### src/rtl/display_scan_controller.sv
// display_scan_controller: double-dabble BCD conversion plus 4-slot 7-segment scan.
// Define SIGNED_DISPLAY_EN to treat value_in as two's complement and show '-' in slot 3.
module display_scan_controller #(
  parameter int REFRESH_DIV = 100000
) (
  input  logic        clk,
  input  logic        reset_n,
  input  logic [7:0]  value_in,
  input  logic        value_valid,
  output logic        busy,
  output logic [1:0]  digit_sel,
  output logic [6:0]  seg,
  output logic [11:0] bcd_out
);
  localparam int CW = $clog2(REFRESH_DIV);
  localparam logic [1:0] S_IDLE = 2'd0, S_SHIFT = 2'd1, S_DONE = 2'd2;
  logic [CW-1:0] r_cnt;
  logic [1:0]    r_sel, r_state;
  logic [2:0]    r_bit;
  logic [7:0]    r_sh, w_mag;
  logic [11:0]   r_scr, r_bcd, w_adj;
  logic          r_sign, r_sign_cap, w_sign;
  logic [3:0]    w_dig;
  logic [6:0]    w_pat;
`ifdef SIGNED_DISPLAY_EN
  assign w_sign = value_in[7];
  assign w_mag  = value_in[7] ? ~value_in + 8'd1 : value_in;
`else
  assign w_sign = 1'b0;
  assign w_mag  = value_in;
`endif
  for (genvar i = 0; i < 3; i++) begin : g_adj
    assign w_adj[4*i+:4] = r_scr[4*i+:4] >= 4'd5 ? r_scr[4*i+:4] + 4'd3 : r_scr[4*i+:4];
  end
  always_ff @(posedge clk) begin
    if (!reset_n) begin
      r_cnt <= '0;
      r_sel <= '0;
    end else if (r_cnt == CW'(REFRESH_DIV - 1)) begin
      r_cnt <= '0;
      r_sel <= r_sel + 2'd1;
    end else begin
      r_cnt <= r_cnt + CW'(1);
    end
  end
  // bcd_out and sign only change in DONE, so the display never sees partial results
  always_ff @(posedge clk) begin
    if (!reset_n) begin
      r_state    <= S_IDLE;
      r_bcd      <= '0;
      r_sign     <= 1'b0;
      r_sign_cap <= 1'b0;
      r_sh       <= '0;
      r_scr      <= '0;
      r_bit      <= '0;
    end else begin
      case (r_state)
        S_IDLE: if (value_valid) begin
          r_sh       <= w_mag;
          r_scr      <= '0;
          r_bit      <= '0;
          r_sign_cap <= w_sign;
          r_state    <= S_SHIFT;
        end
        S_SHIFT: begin
          {r_scr, r_sh} <= {w_adj[10:0], r_sh, 1'b0};
          r_bit         <= r_bit + 3'd1;
          if (r_bit == 3'd7) r_state <= S_DONE;
        end
        S_DONE: begin
          r_bcd   <= r_scr;
          r_sign  <= r_sign_cap;
          r_state <= S_IDLE;
        end
        default: r_state <= S_IDLE;
      endcase
    end
  end
  always_comb begin
    w_dig = r_sel == 2'd0 ? r_bcd[3:0] : r_sel == 2'd1 ? r_bcd[7:4] : r_bcd[11:8];
    case (w_dig)
      4'd0: w_pat = 7'h40;
      4'd1: w_pat = 7'h79;
      4'd2: w_pat = 7'h24;
      4'd3: w_pat = 7'h30;
      4'd4: w_pat = 7'h19;
      4'd5: w_pat = 7'h12;
      4'd6: w_pat = 7'h02;
      4'd7: w_pat = 7'h78;
      4'd8: w_pat = 7'h00;
      4'd9: w_pat = 7'h10;
      default: w_pat = 7'h7F;
    endcase
  end
  assign seg = r_sel == 2'd3 ? (r_sign ? 7'h3F : 7'h7F) :
               ((r_sel == 2'd1 && r_bcd[11:4] == 8'd0) || (r_sel == 2'd2 && r_bcd[11:8] == 4'd0)) ? 7'h7F : w_pat;
  assign busy      = r_state != S_IDLE;
  assign digit_sel = r_sel;
  assign bcd_out   = r_bcd;
endmodule
### config.mk
export PLATFORM = sky130hd
export DESIGN_NAME = display_scan_controller
export DESIGN_NICKNAME = d
export VERILOG_FILES = /design/src/rtl/display_scan_controller.sv
export SDC_FILE = /design/constraint.sdc
export NUM_CORES = 1
export LEC_CHECK = 0
export ABC_CLOCK_PERIOD_IN_PS = 4780
export CAP_MARGIN = 20
export CORE_MARGIN = 2
export CORE_UTILIZATION = 35
export DETAILED_ROUTE_END_ITERATION = 16
export SLEW_MARGIN = 20
export SYNTH_ARGS = -nofsm -noshare
export SYNTH_HDL_FRONTEND = slang
export SYNTH_SLANG_ARGS = --single-unit
### constraint.sdc
create_clock -name clk -period 4.78 [get_ports clk]
set_input_delay 0.956 -clock clk [delete_from_list [all_inputs] [get_ports clk]]
set_output_delay 0.956 -clock clk [all_outputs]
set_load 0.01 [all_outputs]
==> run_1/pins.png <==
Scale: 4 px per um. Pins as bars across the die edge, other pins in gray.
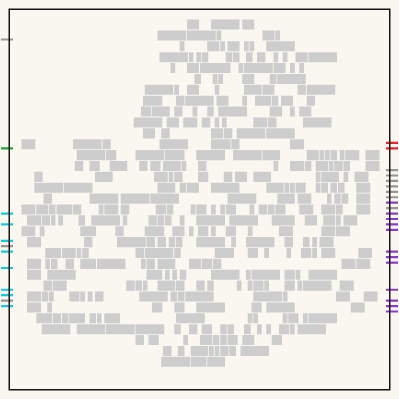
- cyan: value_in (pins 8; direction input; edge west)
- purple: bcd_out (pins 12; direction output; edge east)
- green: reset_n (pins 1; direction input; edge west)
- red: digit_sel (pins 2; direction output; edge east)
- all pins by edge: 21 east, 12 west

==> run_1/zoom.png <==
Region (45, 45) to (95, 95) um. Cells in gray, sequential cells in the stronger gray; small squares are vias.
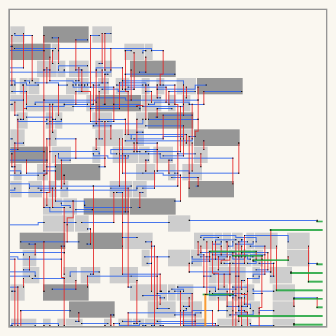
- red: met2
- green: met3
- orange: met4
- blue: met1
- cells with their middle in the window: 115
- sequential cells in the window: 16
- most frequent: nor2_1 (16), dfxtp_1 (16), xor2_1 (10)
- netlist names of flops here include: r_cnt (12), digit_sel (2)

==> flow_summary.yaml, run 1 <==
# yosys + openroad results
placement:
  post-place-ws_ns: 1.53
  gp_congestion: 0.766
  placed_area_um2: 3250
critical_path:
  critical_path_depth: 9
  worstRegToRegCells: 3
  cp.required_ns: 3.82
power:
  p_clk_uw: 251
  p_leak_uw: 0.00123
job:
  warning_count: 32
clock_tree:
  h-tree-depth: 2
  clk-insertion-delay-late_ns: 0.30
  clk_pin_slew_worst_paths_ns: 0.10
  clockBufferDepth: 2
sta:
  relSlewSlack_pct: 38.8
layout:
  syn2layout_area_growth_pct: 15.7
status:
  status: "finished, final reports clean"
global_routing:
  gr-total-overflow: 0
detailed_routing:
  dr_total_vias: 2267
worst_hold_path:
  hold_start: "r_cnt[0]"
yosys:
  ff_type: "dfxtp_1"
==> run_1/met3.png <==
Scale: 4 px per um. Cells faint in the background.
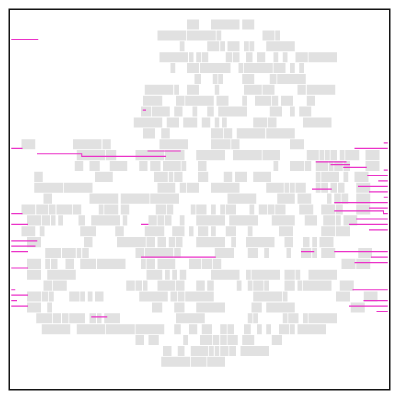
- wire length on this layer: 267 um
- share of all routed wire: 4.8%
- longest straight run: 20.9 um
- main direction: horizontal

==> run_1/cell_classes.png <==
Scale: 6 px per um.
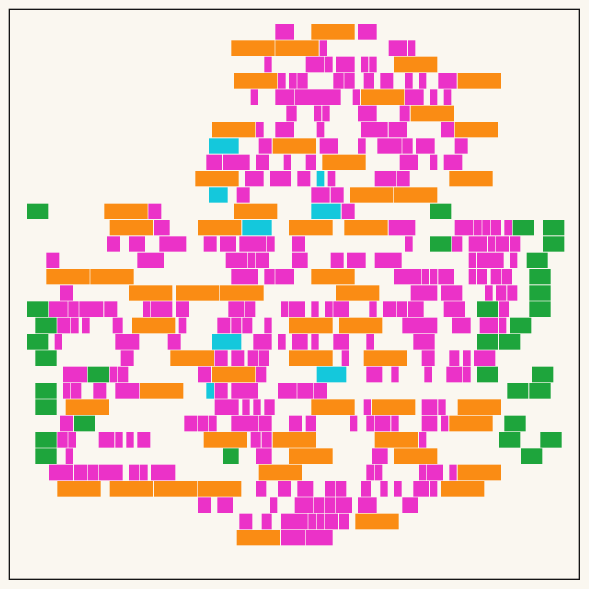
- cyan: clock drivers and dummy loads (cells 8; share of their area 2.7%)
- green: other buffers and delay cells (cells 33; share of their area 10%)
- orange: flip-flops (cells 56; share of their area 35%)
- magenta: all other logic (cells 260; share of their area 52%)

run 1: cell usage in the layout (no fill, tap or decap), types with 5 or more instances in the layout:
cell type	netlist	layout
nor3_1	9	9
nand3_1	9	9
clkbuf_8	0	5
nand2_1	41	41
a22oi_1	7	7
o21ai_0	13	13
ha_1	14	14
a21boi_0	15	15
xnor2_1	9	9
nand2b_1	5	5
nor2b_1	19	19
dfxtp_1	56	56
nor2_1	28	28
and2_1	5	5
a21oi_1	15	15
clkdlybuf4s50_1	0	32
xor2_1	13	13
o221a_2	7	7
mux2i_1	6	6
inv_1	12	12
run 1: flip-flops by register name, summed over array words and instances (netlist names):
name / count
bcd_out: 12
digit_sel: 2
r_bit: 3
r_cnt: 17
r_scr: 12
r_sh: 8
r_state: 2
==> run 2: changes to the inputs <==
--- a/config.mk
+++ b/config.mk
@@ -5,7 +5,7 @@
 export SDC_FILE = /design/constraint.sdc
 export NUM_CORES = 1
 export LEC_CHECK = 0
-export ABC_CLOCK_PERIOD_IN_PS = 4780
+export ABC_CLOCK_PERIOD_IN_PS = 3400
 export CAP_MARGIN = 20
 export CORE_MARGIN = 2
 export CORE_UTILIZATION = 35
==> constraint.sdc (replaced) <==
create_clock -name clk -period 3.4 [get_ports clk]
set_input_delay 0.68 -clock clk [delete_from_list [all_inputs] [get_ports clk]]
set_output_delay 0.68 -clock clk [all_outputs]
set_load 0.01 [all_outputs]
==> run 2 against run 1 <==
  * Via count rose by 0.31%
  * Critical path depth stayed put
  * Wire length decreased by 0.77%
  * Hold slack gained 0.0052 ns
  * Die size unchanged
  * Power increased by 44%
  * Non-clock buffer count unchanged
  * Final cell count stayed put
  * Synthesized area did not move
  * Final area is 1.1% higher
==> flow_summary.yaml, run 2 <==
# yosys + openroad results
power:
  finalPower_uw: 1130
  p_clk_uw: 374
  ir_worst_vdd_v: 0.000159
  p_leak_uw: 0.00124
status:
  status: "finished, final reports clean"
placement:
  gp_congestion: 0.759
  post-place-ws_ns: 0.402
  placed_area_um2: 3260
sta:
  relSlewSlack_pct: 40.9
  fmax_mhz: 314
  hold_slack_ns: 0.476
yosys:
  yosys_warnings: 0
  ff_type: "dfxtp_1"
  top_cells_by_count: "dfxtp_1, nand2_1, nor2_1, nor2b_1"
clock_tree:
  clk-insertion-delay-late_ns: 0.31
  clockBufferDepth: 2
  clk_pin_slew_worst_paths_ns: 0.10
  h-tree-depth: 2
critical_path:
  cp_slowest_stage_delay_ns: 0.53
  cp.required_ns: 2.72
  worstRegToRegCells: 3
  critical_path_depth: 9
layout:
  buffer_area_share_pct: 10.1
  final_cell_mix: "dfxtp_1, nand2_1, clkdlybuf4s50_1"
  comb_share_pct: 48.6
  clock_area_share_pct: 2.78
  sh_seq_area_pct: 33.3
  largest_reg_flops: 17
  lay_top_count: "dfxtp_1"
  regMostFlops: "r_cnt"
die:
  die_y_um: 94.8
detailed_routing:
  wl_per_cell_um: 12.0
  dr_total_vias: 2274
job:
  warning_count: 32
worst_hold_path:
  hold_start: "r_cnt[0]"
## run 2: cell families (layout without fill, tap and decap cells)
kind of cell               Yosys count  after routing
buffers and inverters               28             53
DFF                                 56             56
AOI/OAI and AO/OA                   66             66
and+or+nand+nor                    138            138
adders and majority gates           14             14
muxes                                8              8
xor gates and xnor gates            22             22
## run 2: metal layers
| layer | global-route usage (%) | part of all wire (%) | vias to the layer above |
|---|---|---|---|
| li1 | - | - | 1184 |
| met1 | 18.6 | 54 | 1033 |
| met2 | 20.2 | 40 | 51 |
| met3 | 3.03 | 5.3 | 6 |
| met4 | 3.99 | 1.2 | 0 |
| met5 | 0 | 0 | - |
## run 2: repair_timing
action                     4_1_cts  5_1_grt
gates resized                    0        4
setup buffers                    0        0
setup endpoints to repair        0        6
==> run_2/met3.png <==
Scale: 4 px per um. Cells faint in the background.
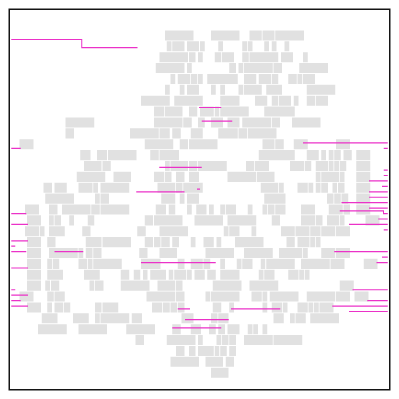
- nets with wire on the layer: 40
- wire length on this layer: 293 um
- longest straight run: 20.9 um
- share of all routed wire: 5.3%

==> run_2/pins.png <==
Scale: 4 px per um. Pins as bars across the die edge, other pins in gray.
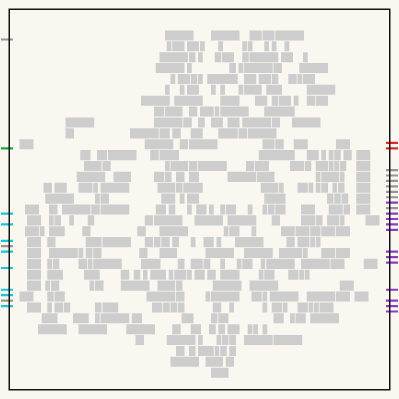
- red: digit_sel (pins 2; direction output; edge east)
- green: reset_n (pins 1; direction input; edge west)
- purple: bcd_out (pins 12; direction output; edge east)
- cyan: value_in (pins 8; direction input; edge west)
- all pins by edge: 21 east, 12 west

==> run_2/final_clocks.png <==
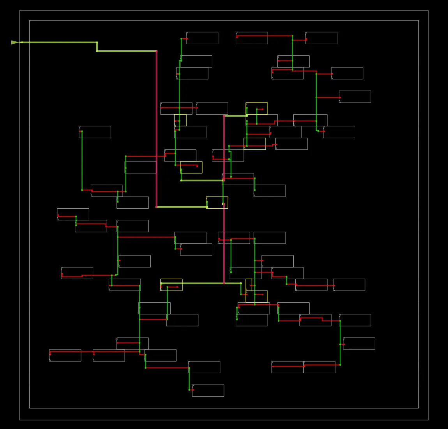
clkbuf count: 7
Worst Clk Skew: 0.0134 ns
TritonCTS Sinks: 56

==> run 3: changes to the inputs <==
--- a/config.mk
+++ b/config.mk
@@ -9,6 +9,7 @@
 export CAP_MARGIN = 20
 export CORE_MARGIN = 2
 export CORE_UTILIZATION = 35
+export CTS_CLUSTER_DIAMETER = 50
 export DETAILED_ROUTE_END_ITERATION = 16
 export SLEW_MARGIN = 20
 export SYNTH_ARGS = -nofsm -noshare
==> run 3 against run 2 <==
  * Synthesized area did not move
  * Final area unchanged
  * Register-to-register slack hardly changed
  * Clock-buffer cell count unchanged
  * Fmax is the same
  * Non-clock buffer count unchanged
  * Hold slack did not move
  * Worst setup slack is the same
  * Largest power group unchanged
==> flow_summary.yaml, run 3 <==
# yosys + openroad results
detailed_routing:
  drtIter0Drc: 91
  drt-met1-wl_um: 2980
  met3_length_um: 292
  wl_met2_um: 2200
  topRoutingLayerUsed: "met4"
  wl_per_cell_um: 12.0
  dr_total_vias: 2274
sta:
  hold_slack_ns: 0.476
  clock_skew_ns: 0.0134
  relSlewSlack_pct: 40.9
  fmax_mhz: 314
  hold_violations: 0
  slew_violations: 0
critical_path:
  worstRegToRegCells: 3
  crit_chain: "inv_1 -> ha_4 -> mux2i_1 -> o21ai_2 -> ha_1 -> inv_1 -> o21ai_0 -> nand4_1 -> clkdlybuf4s50_1"
  cp_slowest_stage_delay_ns: 0.53
  cp.required_ns: 2.72
placement:
  gp_congestion: 0.759
  post-place-ws_ns: 0.402
  placed_area_um2: 3260
layout:
  regMostFlops: "r_cnt"
  sh_seq_area_pct: 33.3
  largest_reg_flops: 17
  buffer_area_share_pct: 10.1
  lay_top_count: "dfxtp_1"
  largest_class: "multi-input combinational cells"
  comb_share_pct: 48.6
  final_cell_mix: "dfxtp_1, nand2_1, clkdlybuf4s50_1"
global_routing:
  met2_usage_pct: 20.2
  grt.met3_usage_pct: 3.03
  grt_use_met1_pct: 18.6
  gr-total-overflow: 0
  busiest_layer: "met2"
power:
  p_leak_uw: 0.00124
  ir_worst_vdd_v: 0.000159
  finalPower_uw: 1130
yosys:
  ff_type: "dfxtp_1"
  top_cells_by_count: "dfxtp_1, nand2_1, nor2_1, nor2b_1"
  xor_area_share_pct: 6.68
  ys_area_um2: 2880
  ys_cells: 332
clock_tree:
  cts.sinks: 56
  post_cts_buffers: 0
  h-tree-depth: 2
status:
  status: "finished, final reports clean"
die:
  die_area_um2: 8980
job:
  warning_count: 32
==> run 3: cell counts after synthesis <==
Identical to the previous run, type by type.
==> run 3: final timing paths <==
path,startpoint,end,slack [ns]
setup / recovery,digit_sel[1],seg[3],0.22
hold / removal,r_cnt[0],r_cnt[0],0.48
setup reg to reg,r_state[0],r_scr[3],1.49
hold reg to reg,r_cnt[0],r_cnt[0],0.48
==> run 3: worst max-delay path: cells and delay by family (launching register included) <==
| kind | cells | cell delay, ns |
|---|---|---|
| DFF | 1 | 0.40 |
| muxes | 1 | 0.13 |
| AOI/OAI and AO/OA | 2 | 0.36 |
| adders and majority gates | 2 | 0.50 |
| and+or+nand+nor | 1 | 0.12 |
| buffers and inverters | 3 | 0.69 |
==> run_3/pins.png <==
Scale: 4 px per um. Pins as bars across the die edge, other pins in gray.
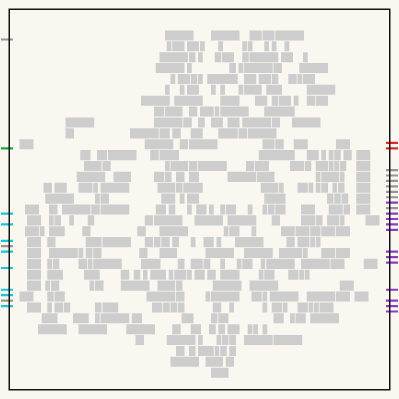
- purple: bcd_out (pins 12; direction output; edge east)
- green: reset_n (pins 1; direction input; edge west)
- red: digit_sel (pins 2; direction output; edge east)
- cyan: value_in (pins 8; direction input; edge west)
- all pins by edge: 21 east, 12 west

==> run_3/final_clocks.png <==
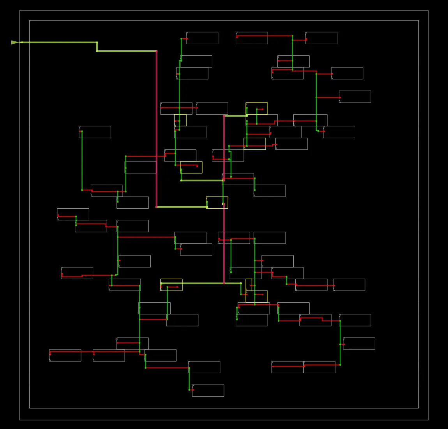
Clk Latency, worst-skew pair: 0.31 ns
Clk. pwr: 374 uW
TritonCTS buffer count: 5
sequential cells: 56

==> run_3/zoom.png <==
Region (45, 45) to (95, 95) um. Cells in gray, sequential cells in the stronger gray; small squares are vias.
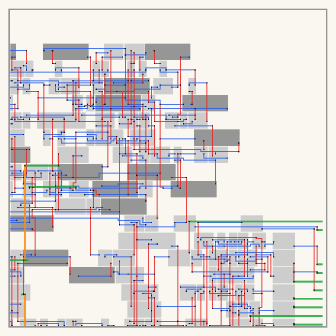
- orange: met4
- blue: met1
- green: met3
- red: met2
- netlist names of flops here include: r_cnt (11), digit_sel (2)
- cells with their middle in the window: 109
- most frequent: nor2_1 (15), dfxtp_1 (13), xor2_1 (10)
- sequential cells in the window: 14

No activity file was given, so power comes from the tool's default toggle rates.
